Design snake_game_ctrl, sky130hd; sources not shown.
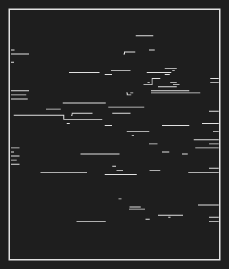
Fig. 1. Met3 routing (run 1).
Drawn at 3 px/um.
longest straight run	16.6 um
nets with wire on the layer	52
Routed Wire Length: 7200 um
routed vias: 2727
M3 GR Usage: 4.73%

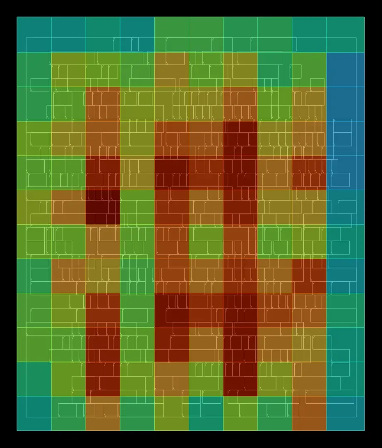
Fig. 2. Routing congestion (run 1).
average wire per standard cell: 14.6 um
Final Util: 72.0%
gr usage total: 23.3%
met2 Resource Use GR: 39.0%
met1 Use GR: 28.9%

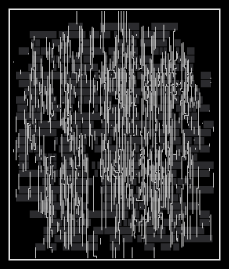
Fig. 3. M2 wires (run 1).
Drawn at 3 px/um. Cells faint in the background.
main direction	vertical
nets with wire on the layer	388
longest straight run	37.2 um

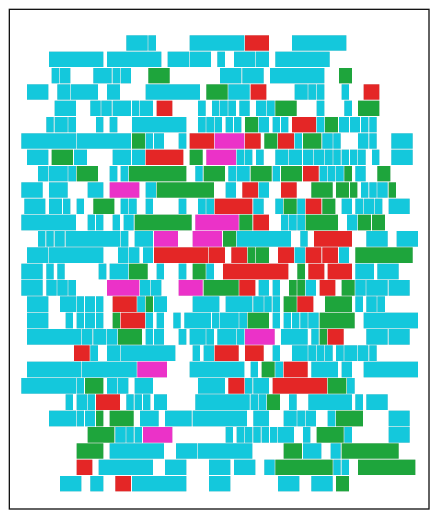
Fig. 4. Cell sizes after repair (run 1).
Drawn at 6 px/um.
color	size	cells	share
red	drive 3 to 4	40	9.2%
green	drive 2	66	15%
magenta	drive 6 and up	11	2.5%
cyan	drive 1 or less	317	73%
synthesis-to-finish area growth: 36.1%
Repair and plain buffers: 65

==> notes.md, run 1 <==
yosys + openroad results -> DRT Pass-1 Iters=4, # Max-Cap Violations=0, XOR/XNOR Area Share=4.22%, WL met1=2880 um, design area=0.00363 mm2, dpl cells=462, layout cell share with drive strength beyond 1=27.0%, Seq pwr share=18.7%, most used routing layer=met2, Top Family by Delay on Critical Path=simple AND/OR/NAND/NOR gates, Clock Sink Count=36, Core Footprint=0.00504 mm2, Clk pwr share=9.7%, WP depth=25, Root Buffer Master=clkbuf_8, OpenROAD warnings=30, worst reg2reg path depth=25, Distinct cells, synth=40, Hold WC Path Type=register to register, ao+oa area frac=9.42%, total gr overflow=0, Chip Width=69.7 um, ys cells=364, most instantiated logic cells after routing=nand2_1 (80), inv_1 (48), clkdlybuf4s50_1 (38), Commonest Layout Cell=nand2_1, dpl ws=0.218 ns, Max Clk Rate=0.311 GHz, Cell Area, Synth=0.00267 mm2, initial DRC count=136, Slew Limit Fails=0, Slew @ Worst Pin=0.516 ns, Worst Path Required=3.88 ns, # Post-CTS Setup Buffers=6, Post-Syn Nets=395, ys async rst share=100%, Largest stage delay, worst path=0.58 ns, Logic pwr share=71.7%, Main logic family=simple AND/OR/NAND/NOR gates, hold-fix buffer count after cts=0, Post-DP HPWL=4710 um, flip-flops with a built-in enable=0, setup TNS=0 ns, IO buf count=38, Post-synth regs=36, most used flip-flop cell=dfrtp_1, met3 wire length=355 um, Hold Path Depth=2, ANT cells=0, dpl cell area=0.00313 mm2, I/O Pins=39, drt drc=0, Core Util at FP=52.9%, YS chip area=0.00267 mm2, cell taking the most area after synthesis=dfrtp_1, Rows=28, Fin. Hold Viols=0, CP bufs+invs=5, Final Setup Violations=0, Cell area leaders=dfrtp_1 (26%), nand2_1 (13%), dfstp_2 (7.9%), inv_1 (7.7%), nand3_1 (7.1%), final worst setup slack=0.632 ns, CP Class=register to register, Final #Nets=464, CTS tree=done, H-tree lvl count=2, Mux cell area share=0%, crit path time final=3.22 ns, vias in the first global route=2521, Setup crit end kind=register, Min Hold Slack=0.364 ns, reg2reg setup slack=0.63 ns, Peak supply drop=0.000507 V, Top Metal Used=met4, total clock buffers created by CTS=5, Latency at later pin=0.30 ns, Mean Syn Cell Area=7.33 um2, GP Congestion=0.885, clock tree buffer depth=2, Psw=1.65 mW, Leak=1.76 nW, Ys Warns=0, switch share=51.9%, Post-Syn Instances=364, simple share=36.1%, die area=0.00579 mm2, critical path arrival=3.25 ns, initial antenna violation count=0, largest net degree at the start of global routing=37, first-pass GRT wire length=11100 um, Slowest-stage cell, CP=dfstp_2, Top-area cell share=26.3%, clock transition at the registers of the reported paths=0.07 ns, Vias/cell=5.52, adder share=6.38%, Final period util=83.6%, critical path launch point type=register, DRT antenna net count=0, Die Span Y=83.0 um, Seq share, synth=34.1%, post-CTS resize count=5, pwr dens=875 mW/mm2, Non-Filler Instances=494, RSZ-0062 raised after global routing=no, DR WL met2=3690 um, cell internal pwr=1.53 mW, Rel. slew slack=65.3%, status=complete, no violations, PnR Total Power=3.18 mW, critical path fanouts, max=6, CP most frequent cell=nand2_2
==> run 1: cells in the mapped netlist, drive strengths merged (4+ instances only) <==
cell	n
inv	60
dfrtp	28
buf	4
nor2	30
dfstp	8
o22ai	5
nor3	5
ha	12
nand2	95
nand3	46
nand4	13
o21ai	18
xor2	9
a21oi	8
==> run 1: power by group through the flow <==
stage	registers (mW)	clock network [mW]	logic, mW
floorplan	0.732	0	1.15
global placement	0.604	0	1.66
detailed placement	0.610	0	1.68
CTS	0.586	0.311	1.78
global route	0.607	0.324	2.49
finish	0.594	0.307	2.28
==> run 1: area by class of cell <==
cell class | instances | area [um2]
clock buffers | 8 | 100
fillers | 393 | 1410
inverters | 60 | 230
multi-input cells | 265 | 1720
flip-flops and latches | 36 | 915
well taps | 60 | 75.1
repair buffers | 65 | 598
Fig. 5: run 1, gate-type map
Drawn at 6 px/um.
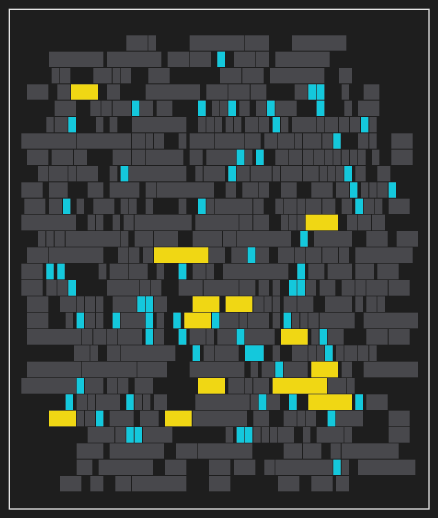

==> run 2, diff against run 1 <==
--- a/config.mk
+++ b/config.mk
@@ -6,7 +6,7 @@
 export NUM_CORES = 1
 export LEC_CHECK = 0
 export ABC_AREA = 1
-export ABC_CLOCK_PERIOD_IN_PS = 3850
+export ABC_CLOCK_PERIOD_IN_PS = 3250
 export CORE_ASPECT_RATIO = 1.2
 export CORE_MARGIN = 1.5
 export CORE_UTILIZATION = 50
==> constraint.sdc (replaced) <==
create_clock -name clk -period 3.25 [get_ports clk]
set_clock_uncertainty 0.15 [all_clocks]
set_input_delay 0.8125 -clock clk [delete_from_list [all_inputs] [get_ports clk]]
set_output_delay 0.8125 -clock clk [all_outputs]
set_load 0.05 [all_outputs]
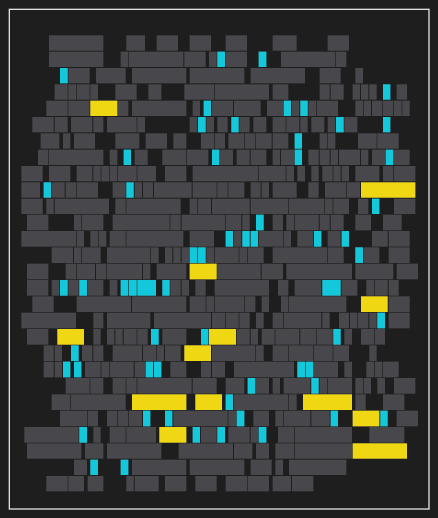
Fig. 6. Gate-type map (run 2).
Drawn at 6 px/um.
color	family	cells	most used
cyan	inverters	60	inv_1
yellow	adder and majority cells	13	ha_1
Commonest Layout Cell: nand2_1
Comb area share: 47.1%

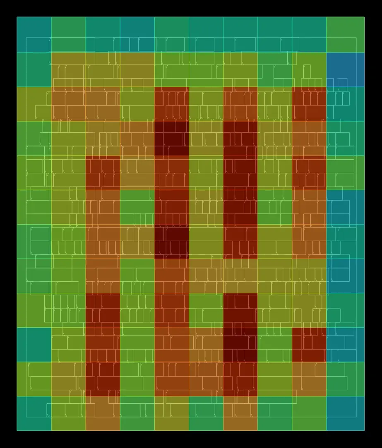
Fig. 7. Routing congestion (run 2).
gr usage total: 25.7%
met2 Resource Use GR: 46.2%

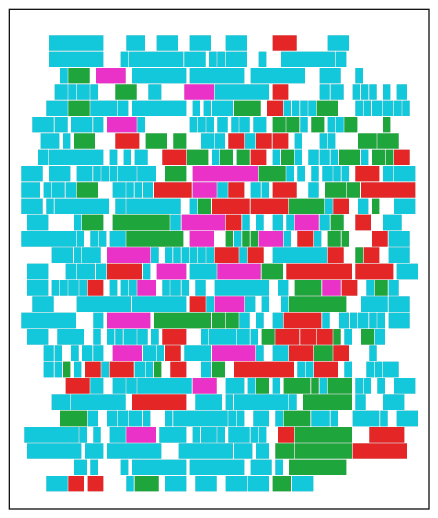
Fig. 8. Cell sizes after repair (run 2).
Drawn at 6 px/um.
color	size	cells	share
magenta	drive 6 and up	20	4.5%
cyan	drive 1 or less	304	69%
red	drive 3 to 4	52	12%
green	drive 2	67	15%
synthesis-to-finish area growth: 45.9%
Repair and plain buffers: 74

==> run 2 against run 1 <==
  * Clock power grew 44%
  * Die area stayed put
  * Design area rose by 7.2%
  * Sequential power grew 16%
  * Non-clock buffer count rose by 9
  * Synthesized cell count stayed put
  * Core utilization rose by 5.2 points
  * Worst setup slack got worse by 0.48 ns
  * Critical path depth fell by 9
  * Maximum frequency grew 4.0%
  * Wire length up 1.7%
  * Critical path type unchanged
==> notes.md, run 2 <==
yosys + openroad results -> post-CTS resize count=54 (was 5), Logic pwr share=73.8% (was 71.7%), total clock buffers created by CTS=5 (unchanged), status=complete, no violations (unchanged), # Max-Cap Violations=0 (unchanged), Final period util=95.2% (was 83.6%), Psw=2.15 mW (was 1.65 mW), DRT Pass-1 Iters=4 (unchanged), top post-synthesis cells by count=nand2_1 (90), inv_1 (55), nand3_1 (38) (unchanged), leading power group=combinational cells (unchanged), Slew @ Worst Pin=0.511 ns (was 0.516 ns), GP Congestion=0.879 (was 0.885), CP most frequent cell=nand2_1 (was nand2_2), critical path arrival=3.13 ns (was 3.25 ns), Vias/cell=5.36 (was 5.52), most used routing layer=met2 (unchanged), I/O Pins=39 (unchanged), Seq. pwr=690 uW (was 594 uW), Die Span Y=83.0 um (unchanged), WP depth=16 (was 25), Hold Path Depth=2 (unchanged), dpl cell area=0.00325 mm2 (was 0.00313 mm2), Mean Syn Cell Area=7.33 um2 (unchanged), dpl ws=-0.0826 ns (was 0.218 ns), Clk pwr share=10.3% (was 9.7%), IO buf count=38 (unchanged), Chip Width=69.7 um (unchanged), final worst setup slack=0.155 ns (was 0.632 ns), clock tree buffer depth=2 (unchanged), Peak supply drop=0.000606 V (was 0.000507 V), reg2reg setup slack=0.15 ns (was 0.63 ns), die area=0.00579 mm2 (unchanged), Top Family by Delay on Critical Path=simple AND/OR/NAND/NOR gates (unchanged), first-pass GRT wire length=12100 um (was 11100 um), critical path launch point type=register (unchanged), worst reg2reg path depth=16 (was 25), DRT antenna net count=0 (unchanged), Ys Warns=0 (unchanged), H-tree lvl count=2 (unchanged), CP bufs+invs=2 (was 5), vias in the first global route=2724 (was 2521), Seq pwr share=16.0% (was 18.7%), RSZ-0062 raised after global routing=yes (was no), clock transition at the registers of the reported paths=0.07 ns (about the same), PnR Total Power=4.32 mW (was 3.18 mW), largest net degree at the start of global routing=37 (unchanged), Top Metal Used=met4 (unchanged), most used flip-flop cell=dfrtp_1 (unchanged), cell internal pwr=2.17 mW (was 1.53 mW), Post-synth regs=36 (unchanged), Max Clk Rate=0.323 GHz (was 0.311 GHz), Root Buffer Master=clkbuf_8 (unchanged), Hold WC Path Type=register to register (unchanged), flip-flops with a built-in enable=0 (unchanged), switch share=49.7% (was 51.9%), Core Util at FP=52.9% (unchanged), Post-DP HPWL=4750 um (was 4710 um), Slowest-stage cell, CP=dfstp_2 (unchanged), Clk power=443 uW (was 307 uW), CP Class=register to register (unchanged), YS chip area=0.00267 mm2 (unchanged), ys async rst share=100% (unchanged), Top-area cell share=26.3% (unchanged)
run 2: cell counts after synthesis:
Identical to the previous run, type by type.
run 2: cell families (layout without fill, tap and decap cells):
family	count (synthesis)	count (layout)	synth area share [%]
fa+ha+maj	13	13	6.38
compound gates	42	42	9.42
simple gates	197	198	36.1
xor+xnor	12	12	4.22
flops	36	36	34.1
buf+inv	64	142	9.70
run 2: area by class of cell:
| class | count | area (um2) | share of cell area (%) |
|---|---|---|---|
| Clock buffer | 7 | 96.3 | 2.47 |
| Sequential cell | 36 | 915 | 23.5 |
| Inverter | 60 | 235 | 6.04 |
| Clock inverter | 1 | 30.0 | 0.771 |
| Tap cell | 60 | 75.1 | 1.93 |
| Multi-Input combinational cell | 265 | 1840 | 47.1 |
| Timing Repair Buffer | 74 | 707 | 18.2 |
Power figures rest on the tool's default switching activity, not on a simulated workload.
